Run 1, sizing map:
Scale: 3 px per um.
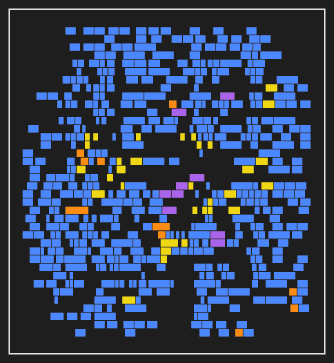
Run 1, routing congestion map:
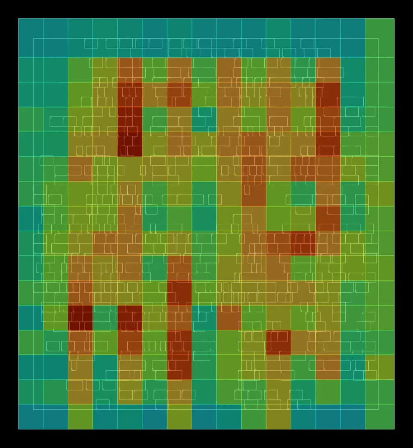
Run 1, met1 routing:
Scale: 4 px per um.
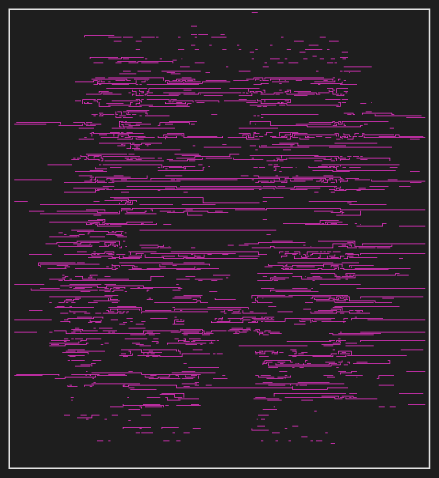
Run 1, cell classes on the final placement:
Scale: 3 px per um.
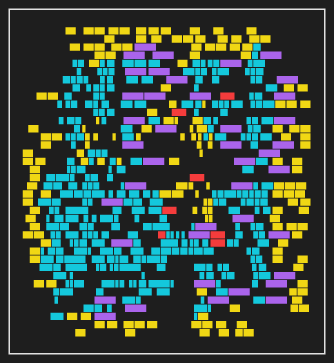
**src/rtl/flush_ctrl_pkg.sv**
```systemverilog
// Shared types and constants for the branch-mispredict recovery sequencer.
// The optional feature macro FLUSH_PERF_CNT_EN is consumed by flush_ctrl.sv.
package flush_ctrl_pkg;

    localparam int unsigned ROB_WIDTH = 4;
    localparam int unsigned ROB_NUM   = 1 << ROB_WIDTH;
    localparam int unsigned ROBID_W   = ROB_WIDTH + 1;
    localparam int unsigned XLEN      = 32;
    localparam int unsigned PERF_W    = 32;

    typedef logic [ROBID_W-1:0] robid_t;

    typedef enum logic [1:0] {
        rob_idle     = 2'd0,
        rob_rollback = 2'd1,
        rob_walk     = 2'd2
    } rob_state_t;

    typedef enum logic [1:0] {
        S_IDLE   = 2'd0,
        S_ISSUE  = 2'd1,
        S_ROLLBK = 2'd2,
        S_WALK   = 2'd3
    } flush_state_t;

    typedef struct packed {
        logic            valid;
        robid_t          robid;
        logic [XLEN-1:0] target;
    } flush_req_t;

    // Distance from the retire pointer; the wrap bit makes plain subtraction correct.
    function automatic robid_t rob_age(robid_t id, robid_t tail);
        return robid_t'(id - tail);
    endfunction

endpackage

```
**src/rtl/flush_ctrl_if.sv**
```systemverilog
// Bundle of mispredict request, ROB status and recovery control signals.
// master drives requests/ROB status; slave is the flush controller.
interface flush_ctrl_if;
    import flush_ctrl_pkg::*;

    logic                br0_req_valid;
    robid_t              br0_req_robid;
    logic [XLEN-1:0]     br0_req_target;
    logic                br1_req_valid;
    robid_t              br1_req_robid;
    logic [XLEN-1:0]     br1_req_target;
    robid_t              rob_tail;
    logic [1:0]          rob_state;

    logic                flush_valid;
    robid_t              flush_robid;
    logic                redirect_valid;
    logic [XLEN-1:0]     redirect_pc;
    logic                fe_flush;
    logic                disp_stall;
    logic                busy;

    modport master (
        output br0_req_valid, br0_req_robid, br0_req_target,
        output br1_req_valid, br1_req_robid, br1_req_target,
        output rob_tail, rob_state,
        input  flush_valid, flush_robid, redirect_valid, redirect_pc,
        input  fe_flush, disp_stall, busy
    );

    modport slave (
        input  br0_req_valid, br0_req_robid, br0_req_target,
        input  br1_req_valid, br1_req_robid, br1_req_target,
        input  rob_tail, rob_state,
        output flush_valid, flush_robid, redirect_valid, redirect_pc,
        output fe_flush, disp_stall, busy
    );

endinterface

```
**src/rtl/flush_ctrl_rob_age_cmp.sv**
```systemverilog
// Combinational age compare: older_c is set when robid a is strictly older than b
// relative to the current retire pointer.
module rob_age_cmp
    import flush_ctrl_pkg::*;
(
    input  robid_t a_i,
    input  robid_t b_i,
    input  robid_t tail_i,
    output logic   older_c
);

    robid_t age_a;
    robid_t age_b;

    assign age_a   = rob_age(a_i, tail_i);
    assign age_b   = rob_age(b_i, tail_i);
    assign older_c = (age_a < age_b);

endmodule

```
**src/rtl/flush_ctrl.sv**
```systemverilog
// Mispredict recovery sequencer: picks the oldest branch mispredict, issues the ROB
// flush and fetch redirect, and stalls dispatch until the ROB rollback/walk ends.
// Optional perf counters are built when FLUSH_PERF_CNT_EN is defined.
module flush_ctrl
    import flush_ctrl_pkg::*;
(
    input  logic              clk,
    input  logic              reset,
    flush_ctrl_if.slave       bus
`ifdef FLUSH_PERF_CNT_EN
    ,
    output logic [PERF_W-1:0] perf_flush_cnt,
    output logic [PERF_W-1:0] perf_stall_cnt
`endif
);

    flush_state_t    state_q, state_d;
    flush_req_t      br0_c, br1_c, win_c;
    logic            br1_older_c;
    logic            win_older_c;
    logic            accept_c;

    logic            flush_valid_q, flush_valid_d;
    logic            redirect_valid_q, redirect_valid_d;
    logic            fe_flush_q, fe_flush_d;
    logic            disp_stall_q, disp_stall_d;
    logic            busy_q, busy_d;
    robid_t          flush_robid_q, flush_robid_d;
    logic [XLEN-1:0] redirect_pc_q, redirect_pc_d;

    assign br0_c = '{valid: bus.br0_req_valid, robid: bus.br0_req_robid,
                     target: bus.br0_req_target};
    assign br1_c = '{valid: bus.br1_req_valid, robid: bus.br1_req_robid,
                     target: bus.br1_req_target};

    rob_age_cmp u_sel_cmp (
        .a_i     (br1_c.robid),
        .b_i     (br0_c.robid),
        .tail_i  (bus.rob_tail),
        .older_c (br1_older_c)
    );

    // br1 wins only when strictly older, so equal ages fall to br0
    always_comb begin
        win_c = br0_c;
        if (br1_c.valid && (!br0_c.valid || br1_older_c)) begin
            win_c = br1_c;
        end
    end

    rob_age_cmp u_act_cmp (
        .a_i     (win_c.robid),
        .b_i     (flush_robid_q),
        .tail_i  (bus.rob_tail),
        .older_c (win_older_c)
    );

    // Mid-recovery only a strictly older branch may restart the flush
    assign accept_c = !reset && win_c.valid && ((state_q == S_IDLE) || win_older_c);

    always_ff @(posedge clk) begin
        if (reset) begin
            state_q <= S_IDLE;
        end else begin
            state_q <= state_d;
        end
    end

    always_comb begin
        state_d = state_q;
        case (state_q)
            S_IDLE: begin
                if (accept_c) state_d = S_ISSUE;
            end
            S_ISSUE: begin
                state_d = accept_c ? S_ISSUE : S_ROLLBK;
            end
            S_ROLLBK: begin
                if (accept_c) begin
                    state_d = S_ISSUE;
                end else if ((bus.rob_state == rob_rollback) ||
                             (bus.rob_state == rob_walk)) begin
                    state_d = S_WALK;
                end
            end
            S_WALK: begin
                if (accept_c) begin
                    state_d = S_ISSUE;
                end else if (bus.rob_state == rob_idle) begin
                    state_d = S_IDLE;
                end
            end
            default: state_d = S_IDLE;
        endcase
    end

    // Outputs are decoded from the next state so they appear one cycle after accept
    always_comb begin
        flush_valid_d    = 1'b0;
        redirect_valid_d = 1'b0;
        fe_flush_d       = 1'b0;
        disp_stall_d     = 1'b0;
        busy_d           = 1'b0;
        flush_robid_d    = flush_robid_q;
        redirect_pc_d    = redirect_pc_q;

        if (accept_c) begin
            flush_robid_d = win_c.robid;
            redirect_pc_d = win_c.target;
        end

        if (state_d == S_ISSUE) begin
            flush_valid_d    = 1'b1;
            redirect_valid_d = 1'b1;
            fe_flush_d       = 1'b1;
        end

        if (state_d != S_IDLE) begin
            disp_stall_d = 1'b1;
            busy_d       = 1'b1;
        end
    end

    always_ff @(posedge clk) begin
        if (reset) begin
            flush_valid_q    <= 1'b0;
            redirect_valid_q <= 1'b0;
            fe_flush_q       <= 1'b0;
            disp_stall_q     <= 1'b0;
            busy_q           <= 1'b0;
            flush_robid_q    <= '0;
            redirect_pc_q    <= '0;
        end else begin
            flush_valid_q    <= flush_valid_d;
            redirect_valid_q <= redirect_valid_d;
            fe_flush_q       <= fe_flush_d;
            disp_stall_q     <= disp_stall_d;
            busy_q           <= busy_d;
            flush_robid_q    <= flush_robid_d;
            redirect_pc_q    <= redirect_pc_d;
        end
    end

    assign bus.flush_valid    = flush_valid_q;
    assign bus.redirect_valid = redirect_valid_q;
    assign bus.fe_flush       = fe_flush_q;
    assign bus.disp_stall     = disp_stall_q;
    assign bus.busy           = busy_q;
    assign bus.flush_robid    = flush_robid_q;
    assign bus.redirect_pc    = redirect_pc_q;

`ifdef FLUSH_PERF_CNT_EN
    logic [PERF_W-1:0] perf_flush_q;
    logic [PERF_W-1:0] perf_stall_q;

    // Saturating counters: every issue (including re-issue) and every stalled cycle
    always_ff @(posedge clk) begin
        if (reset) begin
            perf_flush_q <= '0;
            perf_stall_q <= '0;
        end else begin
            if (accept_c && (perf_flush_q != '1)) begin
                perf_flush_q <= perf_flush_q + PERF_W'(1);
            end
            if (disp_stall_q && (perf_stall_q != '1)) begin
                perf_stall_q <= perf_stall_q + PERF_W'(1);
            end
        end
    end

    assign perf_flush_cnt = perf_flush_q;
    assign perf_stall_cnt = perf_stall_q;
`endif

endmodule

```
**src/flat_wrapper.sv**
```systemverilog
// flat-port wrapper written by rule: the top's interface ports become plain ports
module flush_ctrl_flat import flush_ctrl_pkg::*;
  (clk, reset, bus_br0_req_valid, bus_br0_req_robid, bus_br0_req_target, bus_br1_req_valid, bus_br1_req_robid, bus_br1_req_target, bus_rob_tail, bus_rob_state, bus_flush_valid, bus_flush_robid, bus_redirect_valid, bus_redirect_pc, bus_fe_flush, bus_disp_stall, bus_busy);
  flush_ctrl_if bus_i ();
  input  logic clk;
  input  logic reset;
  input wire logic [$bits(bus_i.br0_req_valid)-1:0] bus_br0_req_valid;
  input wire logic [$bits(bus_i.br0_req_robid)-1:0] bus_br0_req_robid;
  input wire logic [$bits(bus_i.br0_req_target)-1:0] bus_br0_req_target;
  input wire logic [$bits(bus_i.br1_req_valid)-1:0] bus_br1_req_valid;
  input wire logic [$bits(bus_i.br1_req_robid)-1:0] bus_br1_req_robid;
  input wire logic [$bits(bus_i.br1_req_target)-1:0] bus_br1_req_target;
  input wire logic [$bits(bus_i.rob_tail)-1:0] bus_rob_tail;
  input wire logic [$bits(bus_i.rob_state)-1:0] bus_rob_state;
  output wire logic [$bits(bus_i.flush_valid)-1:0] bus_flush_valid;
  output wire logic [$bits(bus_i.flush_robid)-1:0] bus_flush_robid;
  output wire logic [$bits(bus_i.redirect_valid)-1:0] bus_redirect_valid;
  output wire logic [$bits(bus_i.redirect_pc)-1:0] bus_redirect_pc;
  output wire logic [$bits(bus_i.fe_flush)-1:0] bus_fe_flush;
  output wire logic [$bits(bus_i.disp_stall)-1:0] bus_disp_stall;
  output wire logic [$bits(bus_i.busy)-1:0] bus_busy;
  assign bus_i.br0_req_valid = bus_br0_req_valid;
  assign bus_i.br0_req_robid = bus_br0_req_robid;
  assign bus_i.br0_req_target = bus_br0_req_target;
  assign bus_i.br1_req_valid = bus_br1_req_valid;
  assign bus_i.br1_req_robid = bus_br1_req_robid;
  assign bus_i.br1_req_target = bus_br1_req_target;
  assign bus_i.rob_tail = bus_rob_tail;
  assign bus_i.rob_state = bus_rob_state;
  assign bus_flush_valid = bus_i.flush_valid;
  assign bus_flush_robid = bus_i.flush_robid;
  assign bus_redirect_valid = bus_i.redirect_valid;
  assign bus_redirect_pc = bus_i.redirect_pc;
  assign bus_fe_flush = bus_i.fe_flush;
  assign bus_disp_stall = bus_i.disp_stall;
  assign bus_busy = bus_i.busy;
  flush_ctrl u_core (.clk(clk), .reset(reset), .bus(bus_i));
endmodule
```
**config.mk**
```make
export PLATFORM = sky130hd
export DESIGN_NAME = flush_ctrl_flat
export DESIGN_NICKNAME = d
export VERILOG_FILES = /design/src/rtl/flush_ctrl_pkg.sv /design/src/rtl/flush_ctrl_if.sv /design/src/rtl/flush_ctrl_rob_age_cmp.sv /design/src/rtl/flush_ctrl.sv /design/src/flat_wrapper.sv
export SDC_FILE = /design/constraint.sdc
export NUM_CORES = 1
export LEC_CHECK = 0
export CAP_MARGIN = 10
export CORE_ASPECT_RATIO = 1.1
export CORE_MARGIN = 4
export CORE_UTILIZATION = 32
export DETAILED_ROUTE_END_ITERATION = 16
export GPL_TIMING_DRIVEN = 0
export HOLD_SLACK_MARGIN = 0.05
export PLACE_DENSITY_LB_ADDON = 0.2
export SYNTH_ARGS = -nofsm -noshare
export SYNTH_HDL_FRONTEND = slang
export SYNTH_SLANG_ARGS = --single-unit
```
**constraint.sdc**
```tcl
create_clock -name clk -period 8 [get_ports clk]
set_input_delay 2 -clock clk [delete_from_list [all_inputs] [get_ports clk]]
set_output_delay 2 -clock clk [all_outputs]
set_load 0.01 [all_outputs]
```
==> CHANGELOG.md, run 1 <==
### Physical design

* Status: completed
* Syn Area/Cell at 8.64 um2
* Top cells by area: dfxtp_1, nand3_1, ha_1, a22oi_1, o221a_1
* Slew @ Worst Pin at approximately 0.56 ns
* Synth Instances at between 300 and 400
* Yosys cell count at ~380
* DR pass1 iterations at 5
* Met2 routed WL at ~5500 um
* Top non-seq family: AND-OR/OR-AND gates
* Cell family with most CP delay: AND-OR/OR-AND gates
* Delay of the slowest critical-path stage at 0.53 ns
* Clk pwr share at 11.0%
* Post-synth seq share at between 20% and 30%
* Wire per inst at 17.7 um
* Net Switching at between 0.5 and 0.6 mW
* GRT Total Usage at about 18%
* RSZ-0062 raised after global routing: no
* Max transition margin at roughly 63%
* Reg-to-reg slack, setup at between 4 and 5 ns
* Slew Viols, Final at 0
* Most frequent cells in the layout: clkdlybuf4s50_1, nand3_1, dfxtp_1
* Skew-Pair Late Insertion Delay at 0.30 ns
* Stages on worst setup path at 26
* Core area at about 0.01 mm2
* Clk. pwr at ~0.14 mW
* Initial antenna violation count at 0
* Top Consumer: combinational logic
* I/O Buffers at ~130
* Sequential power at between 0.3 and 0.4 mW
* Post-CTS setup repair buffer count at 0
-- 'sizing map' (at the start) --
legend:
  x2:
    colour: yellow
    cells: 32
    share: 6.2%
    most_used: buf_2
  x1 and smaller:
    colour: blue
    cells: 463
    share: 90%
    most_used: clkdlybuf4s50_1
  x6 and larger:
    colour: purple
    cells: 9
    share: 1.8%
    most_used: clkbuf_8
  x3 and x4:
    colour: orange
    cells: 10
    share: 1.9%
    most_used: buf_4
post-route cell area: 0.00479 mm2
setup ws final: 0.414 ns
number of signal-net buffers in the layout: 164

-- 'routing congestion map' (at the start) --
GR peak layer: met2
GR Layer Usage met2: 31.3%

-- 'met1 routing' (at the start) --
nets with wire on the layer: 572
share of all routed wire: 44%
via count: 3613
WL final: 11200 um
met1 GRT Util: 23.8%

-- 'cell classes on the final placement' (at the start) --
legend:
  remaining logic cells:
    colour: cyan
    cells: 302
  remaining buffers and delay cells:
    colour: yellow
    cells: 164
  clock drivers and dummy loads:
    colour: red
    cells: 7
  registers:
    colour: purple
    cells: 41
num rows: 38
utilization after layout: 48.2%

Run 1, close-up of the layout:
Region (14, 73) to (39, 98) um. Cells in grey, sequential cells in the stronger grey; small squares are vias.
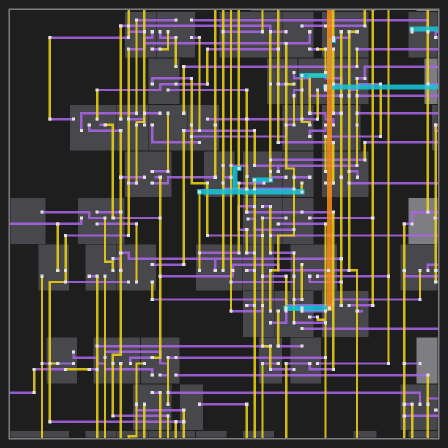

==> run 1 -> run 2 <==
--- a/config.mk
+++ b/config.mk
@@ -8,7 +8,8 @@
 export CAP_MARGIN = 10
 export CORE_ASPECT_RATIO = 1.1
 export CORE_MARGIN = 4
-export CORE_UTILIZATION = 32
+export CORE_UTILIZATION = 45
+export CTS_BUF_LIST = sky130_fd_sc_hd__clkbuf_8
 export DETAILED_ROUTE_END_ITERATION = 16
 export GPL_TIMING_DRIVEN = 0
 export HOLD_SLACK_MARGIN = 0.05
Run 2, close-up of the layout:
Region (10, 61) to (35, 86) um. Cells in grey, sequential cells in the stronger grey; small squares are vias.
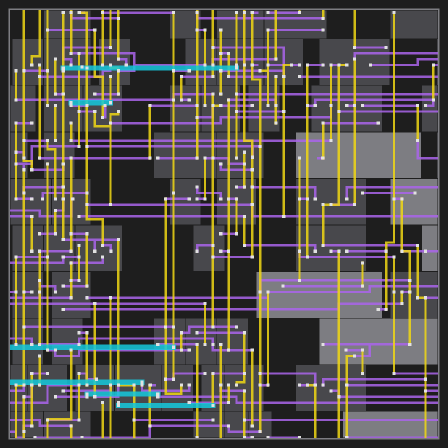
legend:
  M1:
    colour: purple
  M3:
    colour: cyan
  M2:
    colour: yellow
sequential cells in the window: 4
cells with their middle in the window: 57
most frequent: nand3_1 (18), a22oi_1 (10), nand4_1 (10)
netlist names of flops here include: `u_core.bus.redirect_pc` (4)

Run 2, cell classes on the final placement:
Scale: 4 px per um.
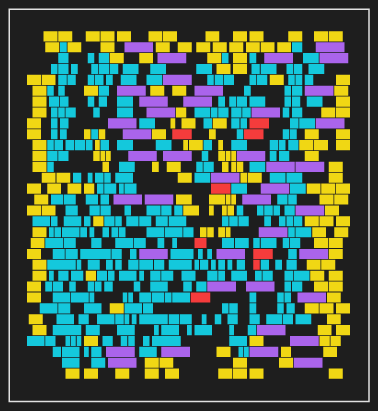
legend:
  registers:
    colour: purple
    cells: 41
  remaining buffers and delay cells:
    colour: yellow
    cells: 164
  clock drivers and dummy loads:
    colour: red
    cells: 8
  remaining logic cells:
    colour: cyan
    cells: 302
post-route cell area: 0.00476 mm2
core area: 0.00705 mm2
num rows: 32
utilization after layout: 67.5%
Seq/total area: 17.3%

==> run 2 against run 1 <==
- sequential power is essentially flat
- fmax increased by 1.2%
- sequential cell count unchanged
- critical path depth unchanged
- die size decreased by 27%
- register-to-register slack better by 0.05 ns
- cell area fell by 0.78%
- global-route usage grew 4.9 points
- critical endpoint is now u_core.bus.redirect_pc[11]
- largest power group unchanged
==> CHANGELOG.md, run 2 <==
### Physical design

* Status: completed
* Skew-Pair Late Insertion Delay at 0.30 ns (about the same)
* Net Switching at 0.552 mW (-0.69%)
* Delay of the slowest critical-path stage at 0.51 ns (-0.02 ns)
* Stages on worst setup path at 26 (unchanged)
* Most frequent cells in the layout: clkdlybuf4s50_1, nand3_1, dfxtp_1
* Clk pwr share at 11.5% (+0.5 points)
* Setup ws final at 0.501 ns (+0.0876 ns)
* Wire per inst at 17.2 um (-3.1%)
* DR pass1 iterations at 5 (unchanged)
* Met2 routed WL at 4970 um (-9.2%)
* Synth Instances at 381 (unchanged)
* Clk. pwr at 0.151 mW (+5%)
* Post-synth seq share at 24.9% (unchanged)
* Syn Area/Cell at 8.64 um2 (unchanged)
* GRT Total Usage at 23.1% (+4.9 points)
* Slew Viols, Final at 0 (unchanged)
* Number of signal-net buffers in the layout at 164 (unchanged)
* Cell family with most CP delay: AND-OR/OR-AND gates
* Sequential power at 0.325 mW (about the same)
* Top Consumer: combinational logic
* Fin cells at approximately 600
* Top cells by area: dfxtp_1, nand3_1, ha_1, a22oi_1, o221a_1
* GR Layer Usage met2 at 38.1% (+6.8 points)
* GR peak layer: met2
* WL final at 10300 um (-8.3%)
* Reg-to-reg slack, setup at 5.00 ns (+0.05 ns)
* RSZ-0062 raised after global routing: no
* Top non-seq family: AND-OR/OR-AND gates
* Initial antenna violation count at 0 (unchanged)
* Critical Path Sink: u_core.bus.redirect_pc[11]
* Yosys cell count at 381 (unchanged)
* Via count at 3672 (+1.6%)
Power figures rest on the tool's default switching activity, not on a simulated workload.
